**src/rtl/uart_rx_fifo_if.sv**
```systemverilog
// uart_rx_fifo_if
//   Bundles the receiver-facing and host-facing signals of uart_rx_fifo.
//   Receiver side : rx_done, rx_dout, parity_error_flag, framing_error_flag -> rx_start
//   Host side     : en, rd_en, clr_flags -> rd_data, rd_valid, empty, full, count,
//                   overrun, parity_err_cnt, framing_err_cnt
//   modport slave  : the FIFO block
//   modport master : whatever drives it (receiver + host, or a testbench)
interface uart_rx_fifo_if #(
   parameter int data_wd = 8,
   parameter int depth   = 16,
   parameter int cnt_wd  = 8
) ();
   localparam int CW = $clog2(depth + 1);

   logic               en;
   logic               rx_done;
   logic [data_wd-1:0] rx_dout;
   logic               parity_error_flag;
   logic               framing_error_flag;
   logic               rx_start;
   logic               rd_en;
   logic [data_wd-1:0] rd_data;
   logic               rd_valid;
   logic               empty;
   logic               full;
   logic [CW-1:0]      count;
   logic               overrun;
   logic [cnt_wd-1:0]  parity_err_cnt;
   logic [cnt_wd-1:0]  framing_err_cnt;
   logic               clr_flags;

   modport slave (
      input  en, rx_done, rx_dout, parity_error_flag, framing_error_flag,
             rd_en, clr_flags,
      output rx_start, rd_data, rd_valid, empty, full, count, overrun,
             parity_err_cnt, framing_err_cnt
   );

   modport master (
      output en, rx_done, rx_dout, parity_error_flag, framing_error_flag,
             rd_en, clr_flags,
      input  rx_start, rd_data, rd_valid, empty, full, count, overrun,
             parity_err_cnt, framing_err_cnt
   );
endinterface

```
**src/rtl/uart_rx_fifo.sv**
```systemverilog
// uart_rx_fifo
//   Receive buffer behind a UART receiver. Each rising edge of rx_done stores
//   rx_dout into a circular FIFO; the host pops through a registered read port
//   (rd_data + one-cycle rd_valid). rx_start tells the receiver whether there
//   will be room for another frame. Parity/framing flag rising edges feed
//   saturating counters; a frame arriving while full sets a sticky overrun.
//   Ports: clk, rst (async, active low), bus (uart_rx_fifo_if.slave).
module uart_rx_fifo #(
   parameter int data_wd = 8,
   parameter int depth   = 16,
   parameter int cnt_wd  = 8
) (
   input  logic              clk,
   input  logic              rst,
   uart_rx_fifo_if.slave     bus
);
   localparam int                PW      = $clog2(depth);
   localparam int                CW      = $clog2(depth + 1);
   localparam logic [CW-1:0]     DEPTH_C = CW'(depth);
   localparam logic [cnt_wd-1:0] CNT_MAX = '1;

   logic [data_wd-1:0] mem [depth];
   logic [PW-1:0]      wr_ptr, rd_ptr;
   logic [CW-1:0]      count_q, count_next;
   logic               rx_done_d, perr_d, ferr_d;
   logic               rx_start_q, overrun_q;
   logic [data_wd-1:0] rd_data_q;
   logic [cnt_wd-1:0]  perr_cnt, ferr_cnt;
   logic [1:0]         vld_pipe;

   logic empty_w, full_w, push, perr_evt, ferr_evt, rd_accept, wr_ok, drop;

   assign empty_w   = (count_q == '0);
   assign full_w    = (count_q == DEPTH_C);
   assign push      = bus.rx_done & ~rx_done_d;
   assign perr_evt  = bus.parity_error_flag & ~perr_d;
   assign ferr_evt  = bus.framing_error_flag & ~ferr_d;
   assign rd_accept = bus.rd_en & ~empty_w;
   // A full FIFO still takes the frame if the slot is being vacated this cycle.
   assign wr_ok     = push & (~full_w | rd_accept);
   assign drop      = push & full_w & ~rd_accept;
   assign vld_pipe[0] = rd_accept;

   always_comb begin
      count_next = count_q;
      case ({wr_ok, rd_accept})
         2'b10:   count_next = count_q + CW'(1);
         2'b01:   count_next = count_q - CW'(1);
         default: count_next = count_q;
      endcase
   end

   // Storage has no reset; contents are meaningless until written.
   always_ff @(posedge clk) begin
      if (wr_ok) mem[wr_ptr] <= bus.rx_dout;
   end

   always_ff @(posedge clk or negedge rst) begin
      if (!rst) begin
         wr_ptr      <= '0;
         rd_ptr      <= '0;
         count_q     <= '0;
         rx_done_d   <= 1'b0;
         perr_d      <= 1'b0;
         ferr_d      <= 1'b0;
         rx_start_q  <= 1'b0;
         rd_data_q   <= '0;
         vld_pipe[1] <= 1'b0;
      end else begin
         rx_done_d   <= bus.rx_done;
         perr_d      <= bus.parity_error_flag;
         ferr_d      <= bus.framing_error_flag;
         count_q     <= count_next;
         // Looks at the post-update count so permission tracks fill/drain
         // with a single cycle of lag.
         rx_start_q  <= bus.en & (count_next < DEPTH_C);
         vld_pipe[1] <= vld_pipe[0];
         if (wr_ok)     wr_ptr <= wr_ptr + PW'(1);
         if (rd_accept) begin
            rd_ptr    <= rd_ptr + PW'(1);
            rd_data_q <= mem[rd_ptr];
         end
      end
   end

   // Clear wins over a same-cycle event, which is then lost.
   always_ff @(posedge clk or negedge rst) begin
      if (!rst) begin
         overrun_q <= 1'b0;
         perr_cnt  <= '0;
         ferr_cnt  <= '0;
      end else if (bus.clr_flags) begin
         overrun_q <= 1'b0;
         perr_cnt  <= '0;
         ferr_cnt  <= '0;
      end else begin
         if (drop) overrun_q <= 1'b1;
         if (perr_evt && perr_cnt != CNT_MAX) perr_cnt <= perr_cnt + cnt_wd'(1);
         if (ferr_evt && ferr_cnt != CNT_MAX) ferr_cnt <= ferr_cnt + cnt_wd'(1);
      end
   end

   assign bus.rx_start        = rx_start_q;
   assign bus.rd_data         = rd_data_q;
   assign bus.rd_valid        = vld_pipe[1];
   assign bus.empty           = empty_w;
   assign bus.full            = full_w;
   assign bus.count           = count_q;
   assign bus.overrun         = overrun_q;
   assign bus.parity_err_cnt  = perr_cnt;
   assign bus.framing_err_cnt = ferr_cnt;
endmodule

```
**src/flat_wrapper.sv**
```systemverilog
// flat-port wrapper written by rule: the top's interface ports become plain ports
module uart_rx_fifo_flat 
#(
   parameter int data_wd = 8,
   parameter int depth   = 16,
   parameter int cnt_wd  = 8
)
  (clk, rst, bus_en, bus_rx_done, bus_rx_dout, bus_parity_error_flag, bus_framing_error_flag, bus_rd_en, bus_clr_flags, bus_rx_start, bus_rd_data, bus_rd_valid, bus_empty, bus_full, bus_count, bus_overrun, bus_parity_err_cnt, bus_framing_err_cnt);
  uart_rx_fifo_if #(.data_wd(data_wd), .depth(depth), .cnt_wd(cnt_wd)) bus_i ();
  input  logic clk;
  input  logic rst;
  input wire logic [$bits(bus_i.en)-1:0] bus_en;
  input wire logic [$bits(bus_i.rx_done)-1:0] bus_rx_done;
  input wire logic [$bits(bus_i.rx_dout)-1:0] bus_rx_dout;
  input wire logic [$bits(bus_i.parity_error_flag)-1:0] bus_parity_error_flag;
  input wire logic [$bits(bus_i.framing_error_flag)-1:0] bus_framing_error_flag;
  input wire logic [$bits(bus_i.rd_en)-1:0] bus_rd_en;
  input wire logic [$bits(bus_i.clr_flags)-1:0] bus_clr_flags;
  output wire logic [$bits(bus_i.rx_start)-1:0] bus_rx_start;
  output wire logic [$bits(bus_i.rd_data)-1:0] bus_rd_data;
  output wire logic [$bits(bus_i.rd_valid)-1:0] bus_rd_valid;
  output wire logic [$bits(bus_i.empty)-1:0] bus_empty;
  output wire logic [$bits(bus_i.full)-1:0] bus_full;
  output wire logic [$bits(bus_i.count)-1:0] bus_count;
  output wire logic [$bits(bus_i.overrun)-1:0] bus_overrun;
  output wire logic [$bits(bus_i.parity_err_cnt)-1:0] bus_parity_err_cnt;
  output wire logic [$bits(bus_i.framing_err_cnt)-1:0] bus_framing_err_cnt;
  assign bus_i.en = bus_en;
  assign bus_i.rx_done = bus_rx_done;
  assign bus_i.rx_dout = bus_rx_dout;
  assign bus_i.parity_error_flag = bus_parity_error_flag;
  assign bus_i.framing_error_flag = bus_framing_error_flag;
  assign bus_i.rd_en = bus_rd_en;
  assign bus_i.clr_flags = bus_clr_flags;
  assign bus_rx_start = bus_i.rx_start;
  assign bus_rd_data = bus_i.rd_data;
  assign bus_rd_valid = bus_i.rd_valid;
  assign bus_empty = bus_i.empty;
  assign bus_full = bus_i.full;
  assign bus_count = bus_i.count;
  assign bus_overrun = bus_i.overrun;
  assign bus_parity_err_cnt = bus_i.parity_err_cnt;
  assign bus_framing_err_cnt = bus_i.framing_err_cnt;
  uart_rx_fifo #(.data_wd(data_wd), .depth(depth), .cnt_wd(cnt_wd)) u_core (.clk(clk), .rst(rst), .bus(bus_i));
endmodule
```
**config.mk**
```make
export PLATFORM = sky130hd
export DESIGN_NAME = uart_rx_fifo_flat
export DESIGN_NICKNAME = d
export VERILOG_FILES = /design/src/rtl/uart_rx_fifo_if.sv /design/src/rtl/uart_rx_fifo.sv /design/src/flat_wrapper.sv
export SDC_FILE = /design/constraint.sdc
export NUM_CORES = 1
export LEC_CHECK = 0
export CAP_MARGIN = 5
export CORE_MARGIN = 2
export CORE_UTILIZATION = 34
export DETAILED_ROUTE_END_ITERATION = 6
export GPL_TIMING_DRIVEN = 1
export PLACE_DENSITY = 0.53
export SYNTH_ARGS = -nofsm -noshare
export SYNTH_HDL_FRONTEND = slang
export SYNTH_SLANG_ARGS = --single-unit
```
**constraint.sdc**
```tcl
create_clock -name clk -period 4.5 [get_ports clk]
set_input_delay 0.9 -clock clk [delete_from_list [all_inputs] [get_ports clk]]
set_output_delay 0.9 -clock clk [all_outputs]
set_load 0.02 [all_outputs]
```
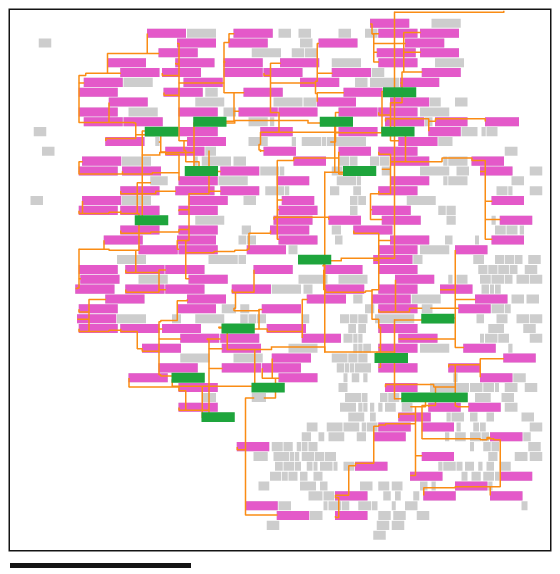
run_1/clock_map.png
Scale bar: 50 um.
[clock wires] orange | length: 2,040 um
[cells driving clock nets] green | count: 17
[flip-flops] magenta | count: 171
routed clock nets: 18
flops lie: all over the die

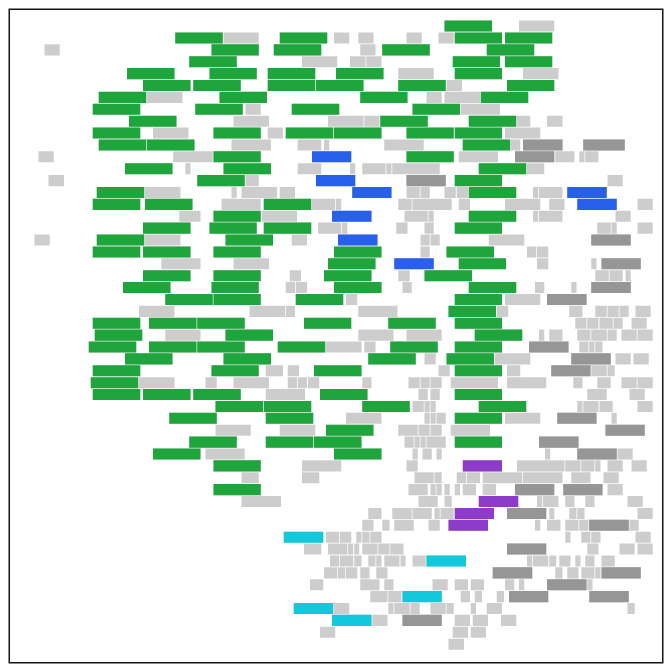
run_1/registers.png
Other sequential cells in the stronger gray, the rest of the logic in the fainter gray.
| signal | color | flops |
|---|---|---|
| u_core.bus.rd_data | blue | 8 |
| u_core.wr_ptr | purple | 4 |
| u_core.bus.count | cyan | 5 |
| u_core.mem | green | 128 |

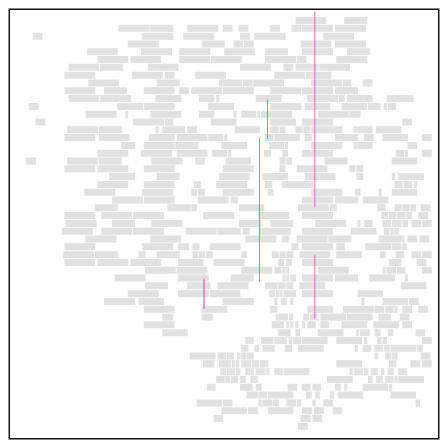
run_1/met4.png
Cells faint in the background.
longest straight run: 68.0 um
nets with wire on the layer: 2
main direction: vertical

==> run notes, run 1 <==
impl run done, here's what came out: first-pass iteration count of the detailed router 4, largest class registers, first-pass GRT wire length 22,200 um, placer's final routability congestion estimate around 0.8, Clock buffers and inverters, area share about 7%, post-synthesis cell count from yosys between 400 and 500, maximum buffer depth of the clock tree 2, initial antenna violation count 0, final total negative setup slack 0 ns, status complete, no violations, share of synthesized area occupied by flip-flops and latches between 60% and 70%, fraction of layout cells with a size suffix above 1 between 10% and 20%, GR peak layer met2, Final Hold Slack just over 0.5 ns, leakage component of the power approximately 3.0 nW, number of inserted filler cells in the final layout between 1,500 and 2,000, Yosys cell types ~44, number of global-route vias before repair about 3,800, clock slew at reported path FFs about 0.070 ns, Core Density at Floorplan approximately a third, synth-to-layout area growth 20.1%, finished layout cell area 8610 um^2, met2 track demand over resource in global routing between 20% and 30%, total number of clock tree sinks approximately 170, flip-flop count of the largest register, all copies and words added between 100 and 150, clock group share of total power between 30% and 40%, Min-Delay Path Class reg2reg, asr flop ratio synth 25.1%, buffers inserted by post-CTS timing repair 0, endpoints failing setup 0, post-synthesis cell type with the largest instance count sky130_fd_sc_hd__edfxtp_1, Cell Area, Synth 7170 um^2, Routed Antenna Nets 0, number of maximum-capacitance constraint violations 0, Die Span Y approximately 150 um, area of the core 20,900 um^2, cell area after placement 7990 um^2
## run 1: cells by family after synthesis
kind of cell	Yosys count	share of synthesized area (%)
buf+inv	31	2.01
flops	171	68.6
compound gates	41	4.91
xor+xnor	22	2.69
fa+ha+maj	11	1.92
mux	47	12.2
simple gates	100	7.66
## run 1: metal layers
metal | vias to the layer above | wire (um) | share of wire [%]
met5 | - | 0 | 0
met4 | 0 | 163 | 1.2
met3 | 13 | 581 | 4.1
met2 | 68 | 6970 | 49
met1 | 1906 | 6450 | 46
li1 | 1757 | - | -
## run 1: path summary, 6_finish.rpt
path / start / to / cells after the start / slack, ns
hold / removal: u_core.bus.overrun$_DFFE_PN0P_ / u_core.bus.overrun$_DFFE_PN0P_ / 2 / 0.52
setup / recovery: bus_rx_done / u_core.bus.rx_start$_DFF_PN0_ / 10 / 0.97
setup reg to reg: u_core.bus.count[1]$_DFFE_PN0P_ / u_core.bus.rx_start$_DFF_PN0_ / 9 / 1.10
hold reg to reg: u_core.bus.overrun$_DFFE_PN0P_ / u_core.bus.overrun$_DFFE_PN0P_ / 2 / 0.52
min in group asynchronous: rst / u_core.bus.framing_err_cnt[6]$_DFFE_PN0P_ / 1 / 0.54
max in group asynchronous: rst / u_core.rd_ptr[2]$_DFFE_PN0P_ / 2 / 3.27
## run 1: worst max-delay path, cell delays in order
cell	delay (ns)
sky130_fd_sc_hd__clkdlybuf4s50_1	0.47
sky130_fd_sc_hd__nor2b_1	0.17
sky130_fd_sc_hd__o31a_1	0.33
sky130_fd_sc_hd__inv_2	0.15
sky130_fd_sc_hd__ha_1	0.37
sky130_fd_sc_hd__ha_1	0.37
sky130_fd_sc_hd__o21ai_0	0.10
sky130_fd_sc_hd__or4b_2	0.65
sky130_fd_sc_hd__nand4_1	0.17
sky130_fd_sc_hd__mux2i_1	0.19
## Run 2: what changed since run 1
--- a/config.mk
+++ b/config.mk
@@ -10,7 +10,7 @@
 export CORE_UTILIZATION = 34
 export DETAILED_ROUTE_END_ITERATION = 6
 export GPL_TIMING_DRIVEN = 1
-export PLACE_DENSITY = 0.53
+export PLACE_DENSITY = 0.55
 export SYNTH_ARGS = -nofsm -noshare
 export SYNTH_HDL_FRONTEND = slang
 export SYNTH_SLANG_ARGS = --single-unit
==> constraint.sdc (replaced) <==
create_clock -name clk -period 3.1 [get_ports clk]
set_input_delay 0.62 -clock clk [delete_from_list [all_inputs] [get_ports clk]]
set_output_delay 0.62 -clock clk [all_outputs]
set_load 0.02 [all_outputs]
==> run 2 against run 1 <==
Compared with the run above:
- sequential power increased by 39%
- register-to-register slack lost 0.97 ns
- die size did not move
- clock skew is 0.00060 ns higher
- critical path depth shrank 2
- non-clock buffer count rose by 18
- combinational power is 61% higher
- wire length up 3.5%
- first-iteration DRC count is 11% lower
- synthesized cell count is the same
- core utilization is 0.69 points higher
- critical endpoint unchanged
- largest cell class unchanged
- largest power group unchanged
==> run notes, run 2 <==
impl run done, here's what came out: status complete, no violations (unchanged), first-pass GRT wire length 23,000 um (was 22,200 um), Critical path origin u_core.bus.count[3]$_DFFE_PN0P_ (was bus_rx_done), asr flop ratio synth 25.1% (unchanged), total number of clock tree sinks 171 (unchanged), number of enable-type register cells in the synthesized netlist 128 (unchanged), slowest stage delay, CP 0.65 ns (about the same), synth-to-layout area growth 22.1% (was 20.1%), CP Cell Sequence or3_4 -> o31a_1 -> ha_4 -> ha_1 -> o21ai_0 -> or4b_2 -> nand4_1 -> mux2i_1 (was clkdlybuf4s50_1 -> nor2b_1 -> o31a_1 -> inv_2 -> ha_1 -> ha_1 -> o21ai_0 -> or4b_2 -> nand4_1 -> mux2i_1), number of maximum-capacitance constraint violations 0 (unchanged), largest family of logic cells by area multiplexers (unchanged), finished layout cell area 8750 um^2 (was 8610 um^2), cell area after placement 8180 um^2 (was 7990 um^2), Die Span Y 149 um (unchanged), post-synthesis cell count from yosys 423 (unchanged), Post-Synth XOR/XNOR Area 2.69% (unchanged), area fraction in full adders, half adders and majority gates 1.92% (unchanged), first-pass iteration count of the detailed router 6 (was 4), fraction of layout cells with a size suffix above 1 22.3% (was 18.7%), simple-gate share of the synthesized area 7.66% (unchanged), Routed Antenna Nets 0 (unchanged), maximum buffer depth of the clock tree 2 (unchanged), Cell Area, Synth 7170 um^2 (unchanged), share of synthesized area occupied by flip-flops and latches 68.6% (unchanged), Crit Reg-Reg Startpoint u_core.bus.count[3]$_DFFE_PN0P_ (was u_core.bus.count[1]$_DFFE_PN0P_), number of global-route vias before repair 4,059 (was 3,776), Core Density at Floorplan 34.3% (unchanged), Yosys cell types 44 (unchanged), Min-Delay Path Class in2async (was reg2reg), register-to-register setup slack 0.13 ns (was 1.10 ns), count of buffer and inverter cells on the critical path 0 (was 2), cell with the biggest individual delay on the critical path sky130_fd_sc_hd__or4b_2 (unchanged), placer's final routability congestion estimate 0.814 (was 0.797), buffers inserted by post-CTS timing repair 0 (unchanged), flip-flop count of the largest register, all copies and words added 128 (unchanged), clock slew at reported path FFs 0.07 ns (about the same), leakage component of the power 3.07 nW (was 2.98 nW), number of inserted filler cells in the final layout 1,900 (was 1,907), mux share 12.2% (unchanged)
[run 2: cell types whose count changed in the layout (fill, tap and decap cells not counted), sizes merged]
| cell | delta |
|---|---|
| buf | +18 |
| clkinv | +6 |
| bufinv | -3 |
| clkbuf | -3 |
| clkinvlp | -2 |
| inv | +2 |
[run 2: final timing paths]
path	endpoint
max in group asynchronous	u_core.bus.count[1]$_DFFE_PN0P_
worst max-delay path	u_core.bus.rx_start$_DFF_PN0_
worst min register to register	u_core.bus.overrun$_DFFE_PN0P_
min in group clk	u_core.bus.overrun$_DFFE_PN0P_
worst min-delay path	u_core.bus.parity_err_cnt[1]$_DFFE_PN0P_
worst max register to register	u_core.bus.rx_start$_DFF_PN0_
[run 2: power by group]
group	switching, mW	leakage (nW)	internal, mW
clock network	0.956	0.283	1.07
logic	1.03	1.09	1.03
registers	0.242	1.69	2.71
total	2.23	3.07	4.81
[run 2: metrics by stage]
step                TNS, ns  power, mW  hold WS, ns
floorplan                 0       4.39        0.324
global placement     -0.102       5.06        0.494
detailed placement   -0.349       5.10        0.497
CTS                       0       7.14        0.384
global route              0       7.40        0.438
finish                    0       7.03        0.358
[run 2: routing by layer]
layer	up-vias	track usage (%)	wire length [um]	share of wire, %
met5	-	0	0	0
met4	0	4.29	172	1.2
met3	16	3.12	535	3.7
met2	70	23.4	7390	50
met1	2029	18.2	6560	45
li1	1802	-	-	-
[run 2: layout make-up]
cell class              count  area [um^2]  share of cell area [%]
flip-flops and latches    171         4920                    56.2
multi-input cells         221         2130                    24.4
repair buffers             79          748                    8.55
clock buffers              17          425                    4.86
well taps                 275          344                    3.93
clock inverters            15          150                    1.72
inverters                   8         30.0                   0.343
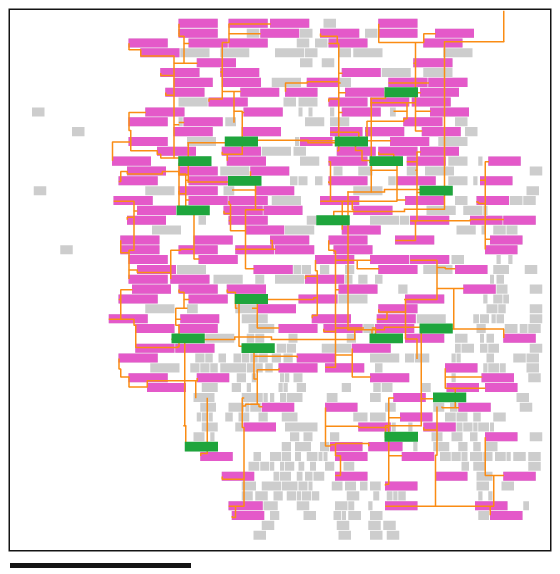
run_2/clock_map.png
Scale bar: 50 um.
maximum clock skew at final layout: 0.0132 ns
clock group share of total power: 28.8%
power consumed by the clock network: 2.02 mW
Latency at later pin: 0.43 ns

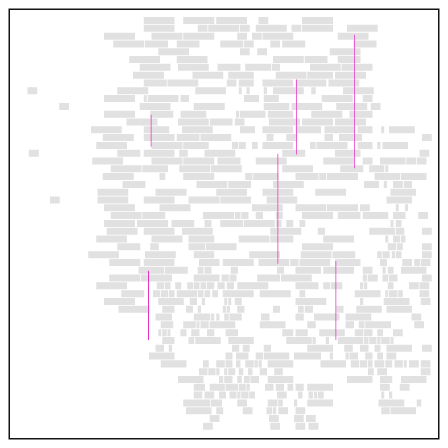
run_2/met4.png
Cells faint in the background.
nets with wire on the layer: 2
longest straight run: 46.2 um
share of all routed wire: 1.2%
main direction: vertical
wire length on this layer: 172 um

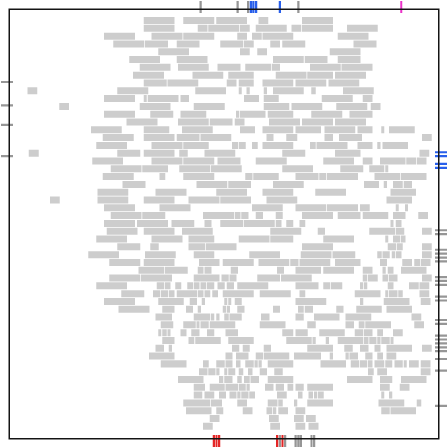
run_2/pins.png
Pins as bars across the die edge, other pins in gray.
| port | color | pins | direction | edge |
|---|---|---|---|---|
| clk | magenta | 1 | input | top |
| bus_rd_data | blue | 8 | output | 4 right, 4 top |
| bus_count | red | 5 | output | bottom |
all pins by edge: 25 right, 12 bottom, 9 top, 4 left

Power and IR drop assume default switching activity.
